**config.mk**
```make
export PLATFORM = sky130hd
export DESIGN_NAME = inst_fetch_ctrl
export DESIGN_NICKNAME = d
export VERILOG_FILES = /design/src/rtl/inst_fetch_ctrl_pkg.sv /design/src/rtl/inst_fetch_ctrl_skid_buf.sv /design/src/rtl/inst_fetch_ctrl.sv
export SDC_FILE = /design/constraint.sdc
export NUM_CORES = 1
export LEC_CHECK = 0
export CORE_ASPECT_RATIO = 2
export CORE_MARGIN = 4
export CORE_UTILIZATION = 50
export CTS_CLUSTER_DIAMETER = 200
export CTS_CLUSTER_SIZE = 30
export DETAILED_ROUTE_END_ITERATION = 7
export HOLD_SLACK_MARGIN = 0.12
export PLACE_DENSITY = 0.85
export SLEW_MARGIN = 10
export SYNTH_ARGS = -nofsm -noshare
export SYNTH_HDL_FRONTEND = slang
export SYNTH_HIERARCHICAL = 1
export SYNTH_SLANG_ARGS = --single-unit
```
**constraint.sdc**
```tcl
create_clock -name clk -period 6.5 [get_ports clk]
set_input_delay 0.975 -clock clk [delete_from_list [all_inputs] [get_ports clk]]
set_output_delay 0.975 -clock clk [all_outputs]
set_load 0.05 [all_outputs]
```
**src/rtl/inst_fetch_ctrl_pkg.sv**
```systemverilog
// Shared definitions for the instruction-fetch sequencer: default widths,
// FSM state encoding and the issue-admission rule.
package inst_fetch_ctrl_pkg;

    localparam int unsigned FETCH_ADDR_W   = 6;
    localparam int unsigned FETCH_DATA_W   = 32;
    localparam int unsigned FETCH_RESET_PC = 0;
    localparam int unsigned FETCH_BUF_DEPTH = 2;

    typedef enum logic {
        ST_IDLE = 1'b0,
        ST_RUN  = 1'b1
    } fetch_state_e;

    // A new ROM read may start only if every word already owed to the buffer
    // (stored + landing this edge - leaving this edge) leaves a free slot.
    function automatic logic issue_allowed(input logic [1:0] count,
                                           input logic       inflight,
                                           input logic       pop);
        return ({1'b0, count} + {2'b00, inflight}) <
               (3'(FETCH_BUF_DEPTH) + {2'b00, pop});
    endfunction

endpackage

```
**src/rtl/inst_fetch_ctrl_skid_buf.sv**
```systemverilog
// Two-entry {pc, inst} FIFO: an output register feeding decode plus one skid
// slot that absorbs the word still in flight when decode stalls.
module inst_fetch_ctrl_skid_buf
    import inst_fetch_ctrl_pkg::*;
#(
    parameter int unsigned ADDR_W = FETCH_ADDR_W,
    parameter int unsigned DATA_W = FETCH_DATA_W
) (
    input  logic              clk_i,
    input  logic              rst_ni,
    input  logic              flush_i,
    input  logic              push_i,
    input  logic [ADDR_W-1:0] push_pc_i,
    input  logic [DATA_W-1:0] push_data_i,
    input  logic              pop_i,
    output logic [1:0]        count_o,
    output logic              head_valid_o,
    output logic [ADDR_W-1:0] head_pc_o,
    output logic [DATA_W-1:0] head_data_o
);

    logic [ADDR_W-1:0] head_pc_q, head_pc_d;
    logic [DATA_W-1:0] head_data_q, head_data_d;
    logic [ADDR_W-1:0] skid_pc_q, skid_pc_d;
    logic [DATA_W-1:0] skid_data_q, skid_data_d;
    logic [1:0]        count_q, count_d;
    logic              do_pop;

    assign do_pop = pop_i && (count_q != 2'd0);

    always_comb begin
        head_pc_d   = head_pc_q;
        head_data_d = head_data_q;
        skid_pc_d   = skid_pc_q;
        skid_data_d = skid_data_q;
        count_d     = count_q;
        if (flush_i) begin
            count_d = 2'd0;
        end else begin
            case ({push_i, do_pop})
                2'b10: begin
                    if (count_q == 2'd0) begin
                        head_pc_d   = push_pc_i;
                        head_data_d = push_data_i;
                        count_d     = 2'd1;
                    end else if (count_q == 2'd1) begin
                        skid_pc_d   = push_pc_i;
                        skid_data_d = push_data_i;
                        count_d     = 2'd2;
                    end
                end
                2'b01: begin
                    head_pc_d   = skid_pc_q;
                    head_data_d = skid_data_q;
                    count_d     = count_q - 2'd1;
                end
                2'b11: begin
                    // Occupancy is unchanged; the new word goes behind whatever remains.
                    if (count_q == 2'd1) begin
                        head_pc_d   = push_pc_i;
                        head_data_d = push_data_i;
                    end else begin
                        head_pc_d   = skid_pc_q;
                        head_data_d = skid_data_q;
                        skid_pc_d   = push_pc_i;
                        skid_data_d = push_data_i;
                    end
                end
                default: begin
                end
            endcase
        end
    end

    always_ff @(posedge clk_i) begin
        if (!rst_ni) begin
            head_pc_q   <= '0;
            head_data_q <= '0;
            skid_pc_q   <= '0;
            skid_data_q <= '0;
            count_q     <= 2'd0;
        end else begin
            head_pc_q   <= head_pc_d;
            head_data_q <= head_data_d;
            skid_pc_q   <= skid_pc_d;
            skid_data_q <= skid_data_d;
            count_q     <= count_d;
        end
    end

    assign count_o      = count_q;
    assign head_valid_o = (count_q != 2'd0);
    assign head_pc_o    = head_pc_q;
    assign head_data_o  = head_data_q;

endmodule

```
**src/rtl/inst_fetch_ctrl.sv**
```systemverilog
// Instruction-fetch sequencer: owns the PC, drives the block-ROM address,
// and delivers PC-tagged instructions to decode with back-pressure and redirect.
module inst_fetch_ctrl
    import inst_fetch_ctrl_pkg::*;
#(
    parameter int unsigned ADDR_W   = FETCH_ADDR_W,
    parameter int unsigned DATA_W   = FETCH_DATA_W,
    parameter int unsigned RESET_PC = FETCH_RESET_PC
) (
    input  logic              clk,
    input  logic              rst,
    input  logic              fetch_en,
    input  logic              redirect,
    input  logic [ADDR_W-1:0] redirect_pc,
    output logic [ADDR_W-1:0] rom_addr,
    input  logic [DATA_W-1:0] rom_data,
    output logic [DATA_W-1:0] inst,
    output logic [ADDR_W-1:0] inst_pc,
    output logic              inst_valid,
    input  logic              id_ready,
    output fetch_state_e      dbg_state_o
);

    // Handshake: a word moves to decode on any rising edge where inst_valid
    // and id_ready are both 1; inst/inst_pc never change while inst_valid=1
    // and id_ready=0. A redirect in the same cycle still consumes the word.

    localparam logic [ADDR_W-1:0] RESET_ADDR = ADDR_W'(RESET_PC);

    fetch_state_e      state_q, state_d;
    logic [ADDR_W-1:0] pc_q, pc_d;
    logic [ADDR_W-1:0] req_pc_q, req_pc_d;
    logic              inflight_q, inflight_d;

    logic [1:0]        buf_count;
    logic              pop;
    logic              issue_ok;
    logic              buf_push;
    logic              buf_pop;

    assign pop      = inst_valid & id_ready;
    assign issue_ok = (state_q == ST_RUN) && fetch_en && !redirect &&
                      issue_allowed(buf_count, inflight_q, pop);

    always_comb begin
        state_d = state_q;
        case (state_q)
            ST_IDLE: if (fetch_en)  state_d = ST_RUN;
            ST_RUN:  if (!fetch_en) state_d = ST_IDLE;
            default: state_d = ST_IDLE;
        endcase
    end

    always_comb begin
        pc_d       = pc_q;
        req_pc_d   = req_pc_q;
        inflight_d = 1'b0;
        if (redirect) begin
            pc_d = redirect_pc;
        end else if (issue_ok) begin
            pc_d       = pc_q + ADDR_W'(1);
            req_pc_d   = pc_q;
            inflight_d = 1'b1;
        end
    end

    always_ff @(posedge clk) begin
        if (!rst) begin
            state_q    <= ST_IDLE;
            pc_q       <= RESET_ADDR;
            req_pc_q   <= RESET_ADDR;
            inflight_q <= 1'b0;
        end else begin
            state_q    <= state_d;
            pc_q       <= pc_d;
            req_pc_q   <= req_pc_d;
            inflight_q <= inflight_d;
        end
    end

    // The word landing from the ROM is dropped on redirect; it belongs to the old path.
    assign buf_push = inflight_q & ~redirect;
    assign buf_pop  = pop & ~redirect;

    inst_fetch_ctrl_skid_buf #(
        .ADDR_W (ADDR_W),
        .DATA_W (DATA_W)
    ) u_skid_buf (
        .clk_i        (clk),
        .rst_ni       (rst),
        .flush_i      (redirect),
        .push_i       (buf_push),
        .push_pc_i    (req_pc_q),
        .push_data_i  (rom_data),
        .pop_i        (buf_pop),
        .count_o      (buf_count),
        .head_valid_o (inst_valid),
        .head_pc_o    (inst_pc),
        .head_data_o  (inst)
    );

    assign rom_addr    = pc_q;
    assign dbg_state_o = state_q;

endmodule

```
==> ci_impl_report.md, run 1 <==
### Yosys + OpenROAD results

| Metric | Value |
|---|---|
| PD cells | 235.1 nW/um^2 |
| Met3 global-route usage | 4.098% |
| H-tree depth | 3 |
| Hold Crit Start | u_skid_buf/head_data_o[18]$_SDFFE_PN0P_ |
| Routed vias/inst | 5.421 |
| Fmax | a little over 0.3 GHz |
| Setup TNS | 0 ps |
| Met1 Track Usage GR | 20.02% |
| Syn_nets | 403 |
| Top Layout Cells | dfxtp_1 (92), clkdlybuf4s50_1 (88), mux2i_1 (83) |
| OpenROAD warnings | 28 |
| Comb area share | between 30% and 40% |
| DP Worst Slack | 2822 ps |
| IO buf count | 88 |
| Dpl hpwl | 6106 um |
| EDFF count, synth | 0 |
| # clk buffers | 10 |
| Relative slew slack | approximately 38% |
| Hold Slack | 462.5 ps |
| Status | finished clean |
| RSZ-0062 raised after global routing | false |
| GPL Wtd Cong | 0.8006 |
| Worst ir drop on vdd | between 0.15 and 0.2 mV |
| NonClk Buf Share | ~17% |
| Top sig layer | met4 |
| Clock-cell share of area | 6.276% |
| # rows | 45 |
| Yosys cell types | 40 |
| Worst reg2reg path startpoint | u_skid_buf/count_o[0]$_SDFFE_PP0P_ |
| Setup CP Type | primary input to flop |
| CTS Buffer Depth | 2 |
| CTS root buf | clkbuf_16 |
| Most numerous logic cell after layout | dfxtp_1 |
| Post-CTS setup repair buffer count | 0 |
| Fin crit period | approximately 3300 ps |
| MI comb area | 1996 um^2 |
| Largest area contributor in the netlist | dfxtp_1 |
| Worst reg2reg endpoint | u_skid_buf/skid_pc_q[1]$_SDFFE_PN0P_ |
| Late-Pin Clk Latency | 340 ps |
| DRC violations left | 0 |
| Clock Skews | 5.193 ps |
| Flop count | 92 |
| Crit end category | flop |
| Yosys top cell area share | 46.04% |
| Reg-to-reg setup timing slack | 3830 ps |
| I/O Pins | 89 |
| Post-cts sizing count | 0 |
| Wire length on met2 | slightly below 5000 um |
| Final period util | 50.23% |
| Met3 wire len | around 380 um |
| Synth top cells by count | dfxtp_1 (92), mux2i_1 (83), nor2b_1 (48) |
| Final wirelength | around 9000 um |
| DIE WIDTH | 71.25 um |
| Fill cell count | 605 |
| Count leader, synth | dfxtp_1 |
| Number of global-route vias before repair | 3120 |
| GRT overflow | 0 |
| Die height | 134.5 um |
| Synthesized area per cell | ~11 um^2 |
| Worst Path Max Fanout | 22 |
| Setup-failing EPs final | 0 |
| CTS clk-pin slew, worst paths | 60 ps |
| Async set or reset register ratio after synthesis | 0% |
| Top cells, area | dfxtp_1 (46%), mux2i_1 (21%), nor2b_1 (7.5%) |
| Synthesized registers | 92 |
| Logic Gate Count | between 200 and 250 |
| CTS tree | yes |
| TritonRoute pass-1 iters | 4 |
| Invs w/o clock | 5 |
| TritonCTS Buffers | 9 |
| Tightest Pin Transition | between 900 and 1000 ps |
| Mapped cell area | 4000 um^2 |
| Startpoint Class | primary input |
| Post-CTS Hold Fix Bufs | 0 |
| N_taps | approximately 94 |
| FF-to-FF path depth | 8 |
| Hold Path Class | flop to flop |
| Worst EP required | 6730 ps |
| Via count | 2895 |
| Max Slew Vio Count | 0 |
| Static Leak | 0.002345 uW |
| Clock sinks | 92 |
| Yosys warnings | 6 |
| Final Net Count | 484 |
| Yosys stat area | between 4000 and 5000 um^2 |
| Largest net degree at the start of global routing | 60 |
| Post-synthesis instance total | about 350 |
| Cells in synth_stat.txt | 354 |
| Antenna violations before repair | 0 |
| Hold path depth | 1 |
| Average wire per standard cell | 16.77 um |
| First-pass GRT wire length | 14420 um |
| Hold Vio Cnt, Final | 0 |
| DRT antenna net count | 0 |
| Worst EP arrival | 3500 ps |
| CP Launch Point | redirect |
| Share of cells above drive strength 1 | 7.955% |
| # diodes | 0 |
| Dominant register cell | dfxtp_1 |
| Most Crowded Layer GR | met2 |
| Die area | 9582 um^2 |
| Largest cell class | multi-input combinational cells |
| Max-capacitance violation count | 0 |
| Seq share, synth | 46.04% |
| Hold EP | u_skid_buf/head_data_o[18]$_SDFFE_PN0P_ |
| Drt initial violations | a little under 100 |
| Wl on met1 | 3483 um |
==> run 1: flip-flops by register name, summed over array words and instances, names as in the netlist <==
register and flops:
u_skid_buf/head_data_o 32, u_skid_buf/head_pc_o 6, u_skid_buf/count_o 2, req_pc_q 6
rom_addr 6, dbg_state_o 1, u_skid_buf/skid_data_q 32, u_skid_buf/skid_pc_q 6
inflight_q 1
==> run 1: kinds of logic after synthesis <==
group,share of synthesized area (%)
flops,46.04
mux,20.77
simple gates,13.01
compound gates,13.23
buf+inv,4.191
fa+ha+maj,1.877
xor+xnor,0.8757
==> run 1: metrics by stage <==
step                area (um^2)  total power, uW  cells
global route               5204             1264    534
CTS                        5201             1238    534
global placement           4875            672.7    518
floorplan                  4000            628.5    354
finish                     5204             1223    534
detailed placement         4875            674.2    518
==> run 1: worst max path at each step <==
| stage | end | depth (start not counted) |
|---|---|---|
| 6_report | u_skid_buf/skid_pc_q[1]$_SDFFE_PN0P_ | 7 |
| 5_1_grt | u_skid_buf/skid_data_q[9]$_SDFFE_PN0P_ | 7 |
| 4_1_cts | u_skid_buf/head_data_o[10]$_SDFFE_PN0P_ | 7 |
| 3_5_place_dp | u_skid_buf/head_data_o[10]$_SDFFE_PN0P_ | 7 |
| 3_3_place_gp | u_skid_buf/head_pc_o[5]$_SDFFE_PN0P_ | 7 |
| 2_1_floorplan | u_skid_buf/skid_data_q[21]$_SDFFE_PN0P_ | 8 |
==> run 1: where the power goes <==
| group | total, uW | switching (uW) | internal (uW) |
|---|---|---|---|
| Combinational | 87.7 | 43.5 | 44.2 |
| Clock | 561 | 215 | 346 |
| Sequential | 574 | 6.05 | 568 |
==> run 1: critical path: stages <==
cell             delay (ps)
clkdlybuf4s50_1         690
inv_1                   250
and3_2                  290
and2b_4                 200
o21ai_4                 730
mux2i_1                 290
nor2b_1                  60
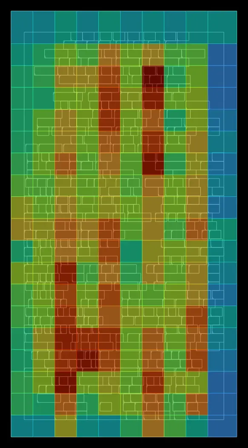
Figure 1: run 1, track usage over the die.
Core Util, Final: 67.46%
GRT Total Usage: 19.14%
met2 Use GR: 34.17%

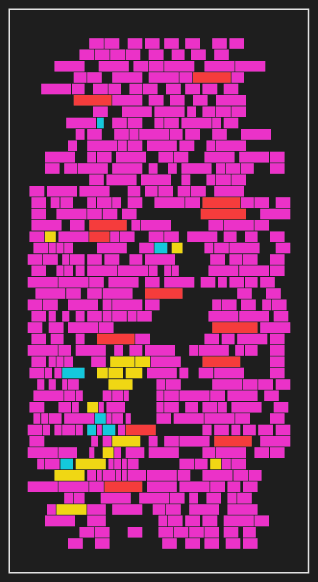
Figure 2: run 1, sizing map.
[cyan] x2 | cells: 7 | share: 1.6% | most used: nor2b_2
[yellow] x3 and x4 | cells: 15 | share: 3.4%
[red] x6 and larger | cells: 13 | share: 3.0% | most used: clkbuf_16
[magenta] x1 and smaller | cells: 405 | share: 92% | most used: dfxtp_1
Area growth syn-to-layout: 30.09%
Setup WS post-layout: 3235 ps
Buffers, non-clock: 91

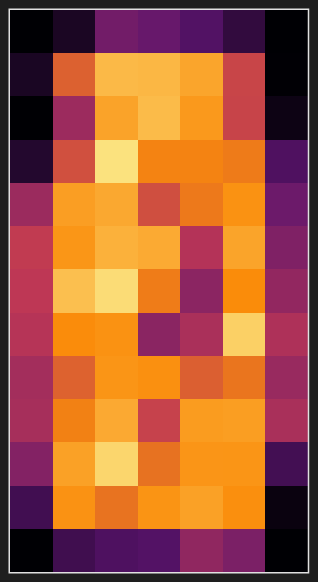
Figure 3: run 1, local utilization.
The die is cut into 7 by 13 equal tiles; black is low, pale yellow is high, 0 to 100% covered.
nearly empty tiles: 6.6%
fullest tile: 94%
mean over tiles: 53%
tiles over 75% full: 35%
Core ar.: 7714 um^2
initial core utilization: 51.86%

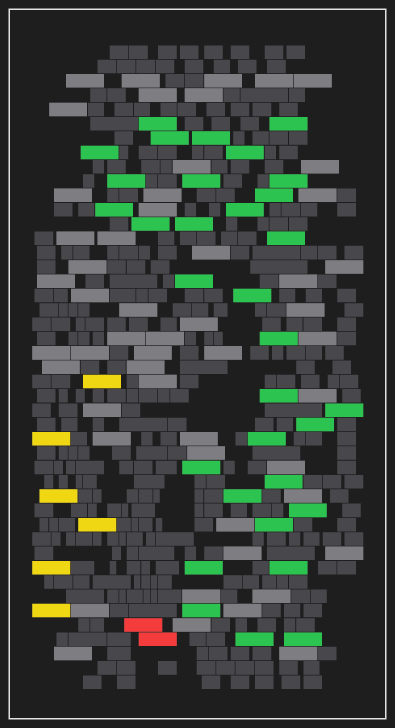
Figure 4: run 1, where the registers sit.
Other sequential cells in the stronger grey, the rest of the logic in the fainter grey.
[green] u_skid_buf/skid_data_q | sequential cells: 32
[red] u_skid_buf/count_o | sequential cells: 2
[yellow] rom_addr | sequential cells: 6
register area: 1842 um^2
Seq/total area: 35.39%

==> run 2: changes to the inputs <==
==> constraint.sdc (replaced) <==
create_clock -name clk -period 3.3 [get_ports clk]
set_input_delay 0.495 -clock clk [delete_from_list [all_inputs] [get_ports clk]]
set_output_delay 0.495 -clock clk [all_outputs]
set_load 0.05 [all_outputs]
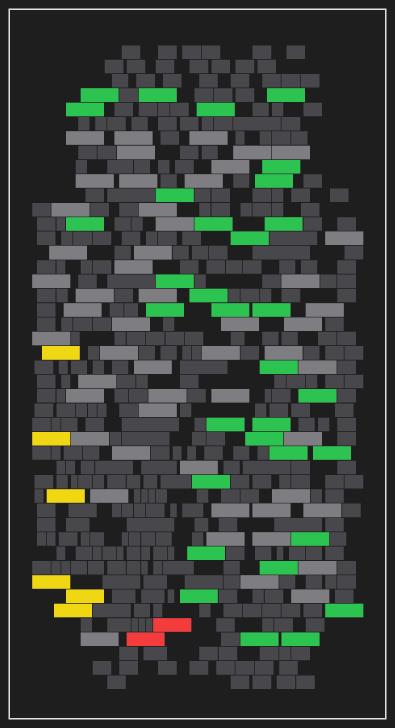
Figure 5: run 2, where the registers sit.
Other sequential cells in the stronger grey, the rest of the logic in the fainter grey.
[green] u_skid_buf/skid_data_q | sequential cells: 32
[red] u_skid_buf/count_o | sequential cells: 2
[yellow] rom_addr | sequential cells: 6 | where: south-west
not coloured: 52
Core Util, Final: 67.82%
power of the sequential group: 1130 uW

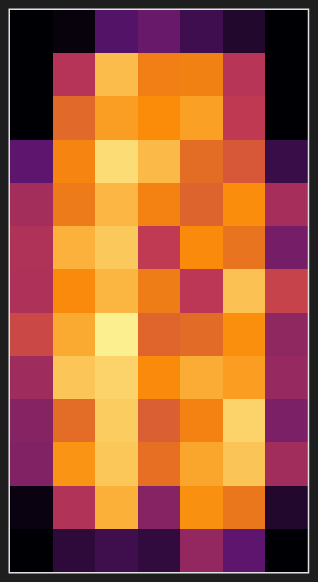
Figure 6: run 2, local utilization.
The die is cut into 7 by 13 equal tiles; black is low, pale yellow is high, 0 to 100% covered.
mean over tiles: 53%
tiles over 75% full: 29%
emptiest ninth of the die: north-east
densest ninth of the die: centre
nearly empty tiles: 8.8%
fullest tile: 97%

==> ci_impl_report.md, run 2 <==
### Yosys + OpenROAD results

| Metric | Value |
|---|---|
| Most used cell, CP | inv_1 |
| # clk buffers | 12 |
| DRT antenna net count | 0 |
| Largest area contributor in the netlist | dfxtp_1 |
| TritonRoute pass-1 iters | 5 |
| MI comb area | roughly 2000 um^2 |
| Fill cell count | 587 |
| CTS tree | yes |
| Dominant register cell | dfxtp_1 |
| Clock sinks | 92 |
| Mapped cell area | between 4000 and 5000 um^2 |
| Initial core utilization | 51.86% |
| Max Slew Vio Count | 0 |
| Hold path depth | 1 |
| Relative slew slack | 46.58% |
| Core ar. | 7714 um^2 |
| # rows | 45 |
| Yosys cell types | 40 |
| Late-Pin Clk Latency | 340 ps |
| Wl on met1 | 3489 um |
| RSZ-0062 raised after global routing | false |
| Clock Power | 1090 uW |
| Synth top cells by count | dfxtp_1 (92), mux2i_1 (83), nor2b_1 (48) |
| Reg-to-reg setup timing slack | 560 ps |
| Die area | 9582 um^2 |
| NonClk Buf Share | between 15 and 20% |
| Die height | 134.5 um |
| Status | finished clean |
| Routed vias/inst | 5.447 |
| Seq/total area | 35.21% |
| Yosys stat area | roughly 4000 um^2 |
| Largest cell class | multi-input combinational cells |
| Count leader, synth | dfxtp_1 |
| Top Layout Cells | dfxtp_1 (92), clkdlybuf4s50_1 (88), mux2i_1 (83) |
| GRT Total Usage | 19.92% |
| Drt initial violations | 165 |
| Syn_nets | 403 |
| DRC violations left | 0 |
| Via count | ~2.9k |
| Worst EP required | 3560 ps |
| Post-cts sizing count | 0 |
| OpenROAD warnings | 28 |
| Final period util | 83.13% |
| Register share of total power | ~47% |
| Worst reg2reg endpoint | u_skid_buf/head_data_o[23]$_SDFFE_PN0P_ |
| Register area | around 1800 um^2 |
| Hold Crit Start | u_skid_buf/head_data_o[17]$_SDFFE_PN0P_ |
| N_taps | 94 |
| Post-CTS setup repair buffer count | 0 |
| IO buf count | 88 |
| DIE WIDTH | 71.25 um |
| Pwr top | registers |
| Final Net Count | 489 |
| Max-capacitance violation count | 0 |
| TritonCTS Buffers | 9 |
| I/O Pins | 89 |
| Switch share | 20.92% |
| Internal power | 1891 uW |
| Setup TNS | 0 ps |
| First-pass GRT wire length | 15100 um |
| Post-synthesis instance total | 354 |
| Logic Gate Count | 236 |
| Worst reg2reg path startpoint | u_skid_buf/count_o[0]$_SDFFE_PP0P_ |
| Met3 wire len | between 300 and 400 um |
| GPL Wtd Cong | 0.8106 |
| Buffers, non-clock | between 90 and 100 |
| Setup-failing EPs final | 0 |
| FF-to-FF path depth | 9 |
| Tightest Pin Transition | 797.8 ps |
| Comb power frac | 7.3% |
| CTS clk-pin slew, worst paths | 60 ps |
| PD cells | 457.2 nW/um^2 |
| Final wirelength | 9155 um |
| Yosys top cell area share | 46.04% |
| Synthesized area per cell | 11.30 um^2 |
| Invs w/o clock | 5 |
| Yosys warnings | 6 |
| Placed Area | 4912 um^2 |
| CTS Buffer Depth | 2 |
| Fmax | 0.3645 GHz |
| EDFF count, synth | 0 |
| # diodes | 0 |
| Hold Vio Cnt, Final | 0 |
| CP max-delay cell | nor2b_2 |
| GRT overflow | 0 |
| Wire length on met2 | 4991 um |
| Comb area share | 38.10% |
| Worst EP arrival | 3000 ps |
| Cells in synth_stat.txt | between 300 and 400 |
| Post-Layout Cell Count | 539 |
| Flop count | 92 |
| Antenna violations before repair | 0 |
| Setup CP Type | flop to flop |
| Psw | approximately 500 uW |
| Finished Cell Area | 5231 um^2 |
| Number of global-route vias before repair | ~3.1k |
| Async set or reset register ratio after synthesis | 0% |
| Crit end category | flop |
| Total power | roughly 2400 uW |
| Clock power frac | 45.4% |
| Top cells, area | dfxtp_1 (46%), mux2i_1 (21%), nor2b_1 (7.5%) |
| Share of cells above drive strength 1 | 8.315% |
| Fin crit period | 2743 ps |
| Slowest Stage Delay on Critical Path | ~660 ps |
| H-tree depth | 3 |
| Hold EP | u_skid_buf/head_data_o[17]$_SDFFE_PN0P_ |
| Startpoint Class | flop |
| Crit path cell chain | inv_1 > ha_1 > inv_1 > and3_2 > nand2b_1 > a21oi_1 > nor2b_2 > buf_4 > o2bb2ai_1 |
| CTS root buf | clkbuf_16 |
| Hold Path Class | flop to flop |
| Top sig layer | met4 |
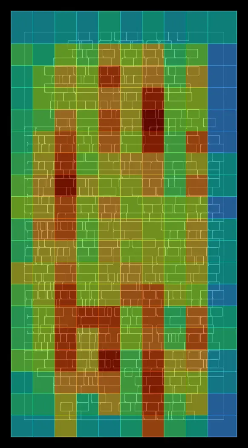
Figure 7: run 2, track usage over the die.
met2 Use GR: 36.68%
Most Crowded Layer GR: met2
met1 Track Usage GR: 20.87%

run 2: logic make-up (layout without fill, tap and decap cells):
logic type / after synthesis / after routing / share of synthesized area, %
flip-flops: 92 / 92 / 46.04
AND-OR/OR-AND: 68 / 68 / 13.23
adder cells (fa/ha/maj): 6 / 6 / 1.877
AND/OR/NAND/NOR: 75 / 75 / 13.01
buffers and inverters: 26 / 117 / 4.191
XOR/XNOR: 4 / 4 / 0.8757
multiplexers: 83 / 83 / 20.77
run 2: worst max-delay path by stage:
stage	start	end	slack [ps]	cells past startpoint
final	u_skid_buf/count_o[0]$_SDFFE_PP0P_	u_skid_buf/head_data_o[23]$_SDFFE_PN0P_	560	9
after floorplan	u_skid_buf/count_o[0]$_SDFFE_PP0P_	u_skid_buf/skid_data_q[21]$_SDFFE_PN0P_	960	9
after CTS	u_skid_buf/count_o[0]$_SDFFE_PP0P_	u_skid_buf/head_data_o[23]$_SDFFE_PN0P_	590	9
after global placement	redirect	u_skid_buf/head_data_o[14]$_SDFFE_PN0P_	460	8
after detailed placement	redirect	u_skid_buf/head_data_o[28]$_SDFFE_PN0P_	370	8
after global routing	u_skid_buf/count_o[0]$_SDFFE_PP0P_	u_skid_buf/head_data_o[28]$_SDFFE_PN0P_	360	9
run 2: worst max-delay path: cells and delay by family (launching register included):
family | cells | cell delay [ps]
buf+inv | 3 | 640
compound gates | 2 | 260
fa+ha+maj | 1 | 340
flops | 1 | 370
simple gates | 3 | 1060
run 2: metrics by stage:
stage	util [%]	hold WS (ps)	worst slack [ps]
2_1_floorplan	-	484.9	961.9
3_3_place_gp	63.68	444.2	460.6
3_5_place_dp	63.68	446.3	371.7
4_1_cts	67.82	465.7	588.9
5_1_grt	67.82	472.9	358.9
6_report	67.82	463.1	556.7
==> run 3: changes to the inputs <==
==> constraint.sdc (replaced) <==
create_clock -name clk -period 2.6 [get_ports clk]
set_input_delay 0.39 -clock clk [delete_from_list [all_inputs] [get_ports clk]]
set_output_delay 0.39 -clock clk [all_outputs]
set_load 0.05 [all_outputs]
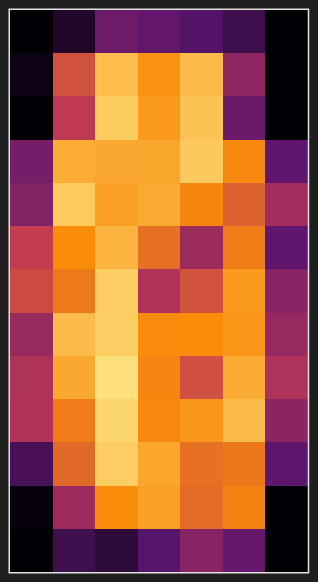
Figure 8: run 3, local utilization.
The die is cut into 7 by 13 equal tiles; black is low, pale yellow is high, 0 to 100% covered.
mean over tiles: 54%
tiles over 75% full: 33%
emptiest ninth of the die: north-east
nearly empty tiles: 9.9%
Core Util, Final: 68.06%

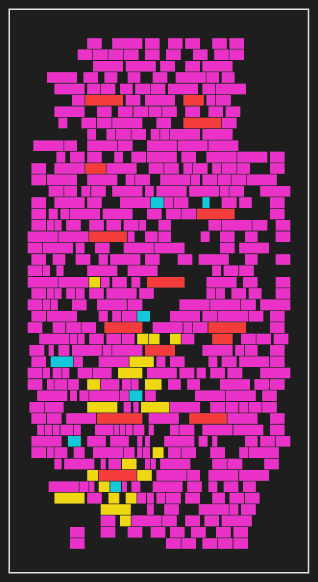
Figure 9: run 3, sizing map.
[magenta] x1 and smaller | cells: 407 | share: 91% | most used: dfxtp_1
[yellow] x3 and x4 | cells: 20 | share: 4.5% | most used: buf_4
[red] x6 and larger | cells: 14 | share: 3.1% | most used: clkbuf_16
[cyan] x2 | cells: 7 | share: 1.6% | most used: nor2b_2
Buffers, non-clock: 98
Setup WS post-layout: 121.9 ps
Finished Cell Area: 5250 um^2
Area growth syn-to-layout: 31.25%

==> ci_impl_report.md, run 3 <==
### Yosys + OpenROAD results

| Metric | Value |
|---|---|
| Top Layout Cells | dfxtp_1 (92), clkdlybuf4s50_1 (88), mux2i_1 (83) |
| Synth top cells by count | dfxtp_1 (92), mux2i_1 (83), nor2b_1 (48) |
| Adder Area Share | 1.877% |
| Most used cell, CP | inv_1 |
| Dpl hpwl | 6143 um |
| CTS Buffer Depth | 2 |
| First-pass GRT wire length | 14780 um |
| Area fraction in mux cells | 20.77% |
| Count leader, synth | dfxtp_1 |
| Most numerous logic cell after layout | dfxtp_1 |
| TritonCTS Buffers | 9 |
| Post-cts sizing count | 0 |
| Seq share, synth | 46.04% |
| # diodes | 0 |
| RSZ-0062 raised after global routing | false |
| Post-Layout Cell Count | approximately 540 |
| Largest area contributor in the netlist | dfxtp_1 |
| Die area | approximately 9600 um^2 |
| Mapped cell area | 4000 um^2 |
| Register area | around 1800 um^2 |
| Syn_nets | 403 |
| CTS root buf | clkbuf_16 |
| Relative slew slack | a little under half |
| MI comb area | 2002 um^2 |
| Met2 Use GR | 36.07% |
| Final Net Count | 492 |
| GRT overflow | 0 |
| Top non-seq family | multiplexers |
| Setup-failing EPs final | 0 |
| Placed Cells | 525 |
| Top sig layer | met4 |
| Final wirelength | 9182 um |
| Critical path depth | 5 |
| Synthesized area per cell | 11.30 um^2 |
| DIE WIDTH | 71.25 um |
| Worst ir drop on vdd | 0.5006 mV |
| Worst Path Max Fanout | 6 |
| Post-CTS setup repair buffer count | 0 |
| Simple share | 13.01% |
| I/O Pins | 89 |
| TritonRoute pass-1 iters | 4 |
| Setup CP Type | flop to output port |
| Total power | 3006 uW |
| CP bufs+invs | 4 |
| Share of cells above drive strength 1 | 9.152% |
| Synthesized registers | 92 |
| Static Leak | 0.002383 uW |
| XOR Share, Synth | less than 1% |
| Post-Synth AOI/OAI Area | 13.23% |
| Post-CTS Hold Fix Bufs | 0 |
| H-tree depth | 3 |
| Slowest Stage Delay on Critical Path | 790 ps |
| Hold Path Class | flop to flop |
| PD cells | 572.6 nW/um^2 |
| Setup TNS | 0 ps |
| Clock sinks | 92 |
| Hold Vio Cnt, Final | 0 |
| Via count | 2955 |
| Fin crit period | 2478 ps |
| Dominant register cell | dfxtp_1 |
| Core ar. | 7714 um^2 |
| Number of global-route vias before repair | 3048 |
| IO buf count | 88 |
| Routed vias/inst | 5.452 |
| Drt initial violations | 147 |
| Most Crowded Layer GR | met2 |
| # rows | about 45 |
| Crit end category | output port |
| Top cells, area | dfxtp_1 (46%), mux2i_1 (21%), nor2b_1 (7.5%) |
| Wire length on met2 | 4989 um |
| Max-capacitance violation count | 0 |
| Worst reg2reg endpoint | u_skid_buf/skid_data_q[1]$_SDFFE_PN0P_ |
| EDFF count, synth | 0 |
| CTS tree | yes |
| Worst reg2reg path startpoint | u_skid_buf/count_o[0]$_SDFFE_PP0P_ |
| Post-synthesis instance total | 354 |
| Status | finished clean |
| Initial core utilization | between 50% and 60% |
| Met3 global-route usage | 3.800% |
| Yosys cell types | 40 |
| Yosys stat area | 4000 um^2 |
| Final period util | 95.31% |
| CP Launch Point | u_skid_buf/count_o[0]$_SDFFE_PP0P_ |
| OpenROAD warnings | 28 |
| Worst Setup EP | inst_valid |
| Average wire per standard cell | 16.94 um |
| Async set or reset register ratio after synthesis | 0% |
| Wl on met1 | 3643 um |
| GPL Wtd Cong | roughly 0.86 |
| Max Slew Vio Count | 0 |
| Cells in synth_stat.txt | about 350 |
| Worst EP arrival | 2090 ps |
| Late-Pin Clk Latency | 340 ps |
| CTS clk-pin slew, worst paths | 60 ps |
| Fill cell count | 606 |
| Met3 wire len | 317 um |
| Tightest Pin Transition | about 790 ps |
| Clock Skews | between 5 and 6 ps |
| Worst EP required | roughly 2200 ps |
| CP max-delay cell | clkdlybuf4s50_1 |
| DP Worst Slack | 81.65 ps |
| Reg-to-reg setup timing slack | 230 ps |
| Die height | roughly 130 um |
| Top delay family on crit path | buffers and inverters |
| DRC violations left | 0 |
| Fmax | 0.4035 GHz |
| FF-to-FF path depth | 9 |
| Antenna violations before repair | 0 |
| Yosys top cell area share | 46.04% |
| Startpoint Class | flop |
| Largest net degree at the start of global routing | 47 |
| Yosys warnings | 6 |
| DRT antenna net count | 0 |
| Crit path cell chain | inv_1 > ha_1 > inv_1 > buf_4 > clkdlybuf4s50_1 |
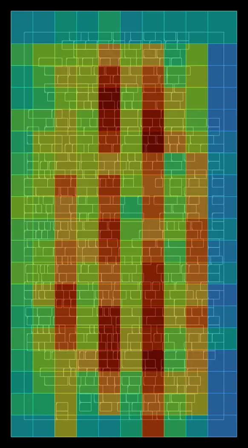
Figure 10: run 3, track usage over the die.
met1 Track Usage GR: 20.75%
GRT Total Usage: 19.50%

## run 3: layout make-up
class / count / share of cell area (%)
Sequential cell: 92 / 35.08
Multi-Input combinational cell: 237 / 38.13
Tap cell: 94 / 2.240
Clock buffer: 13 / 5.148
Inverter: 5 / 0.3575
Timing Repair Buffer: 98 / 18.21
Clock inverter: 3 / 0.8341
## run 3: worst min path at each step
stage                                                       start                                      end  slack [ps]  cells past startpoint
final                     u_skid_buf/head_data_o[17]$_SDFFE_PN0P_  u_skid_buf/head_data_o[17]$_SDFFE_PN0P_         460                      1
after global routing       u_skid_buf/head_data_o[0]$_SDFFE_PN0P_   u_skid_buf/head_data_o[0]$_SDFFE_PN0P_         480                      1
after CTS                 u_skid_buf/head_data_o[14]$_SDFFE_PN0P_  u_skid_buf/head_data_o[14]$_SDFFE_PN0P_         470                      1
after detailed placement     u_skid_buf/head_pc_o[5]$_SDFFE_PN0P_     u_skid_buf/head_pc_o[5]$_SDFFE_PN0P_         450                      1
after global placement    u_skid_buf/head_data_o[30]$_SDFFE_PN0P_  u_skid_buf/head_data_o[30]$_SDFFE_PN0P_         440                      1
after floorplan            u_skid_buf/skid_data_q[0]$_SDFFE_PN0P_   u_skid_buf/skid_data_q[0]$_SDFFE_PN0P_         480                      2
## run 3: worst register-to-register path, delay by kind of cell (launching register included)
family	cells	cell delay [ps]
AOI/OAI and AO/OA	1	660
adders and majority gates	1	230
buffers and inverters	3	300
DFF	1	440
muxes	1	260
and+or+nand+nor	3	360
## run 3: metrics by stage
stage,hold slack [ps],instance area [um^2]
final,460.3,5250
after global routing,475.4,5250
after CTS,465.9,5241
after detailed placement,445.7,4927
after global placement,442.8,4927
after floorplan,484.9,4000
## run 3: where the power goes
part	total, uW	switching [uW]	internal (uW)
Clock	1350	524	824
Sequential	1440	14.6	1420
Combinational	222	109	114
Power figures rest on the tool's default switching activity, not on a simulated workload.
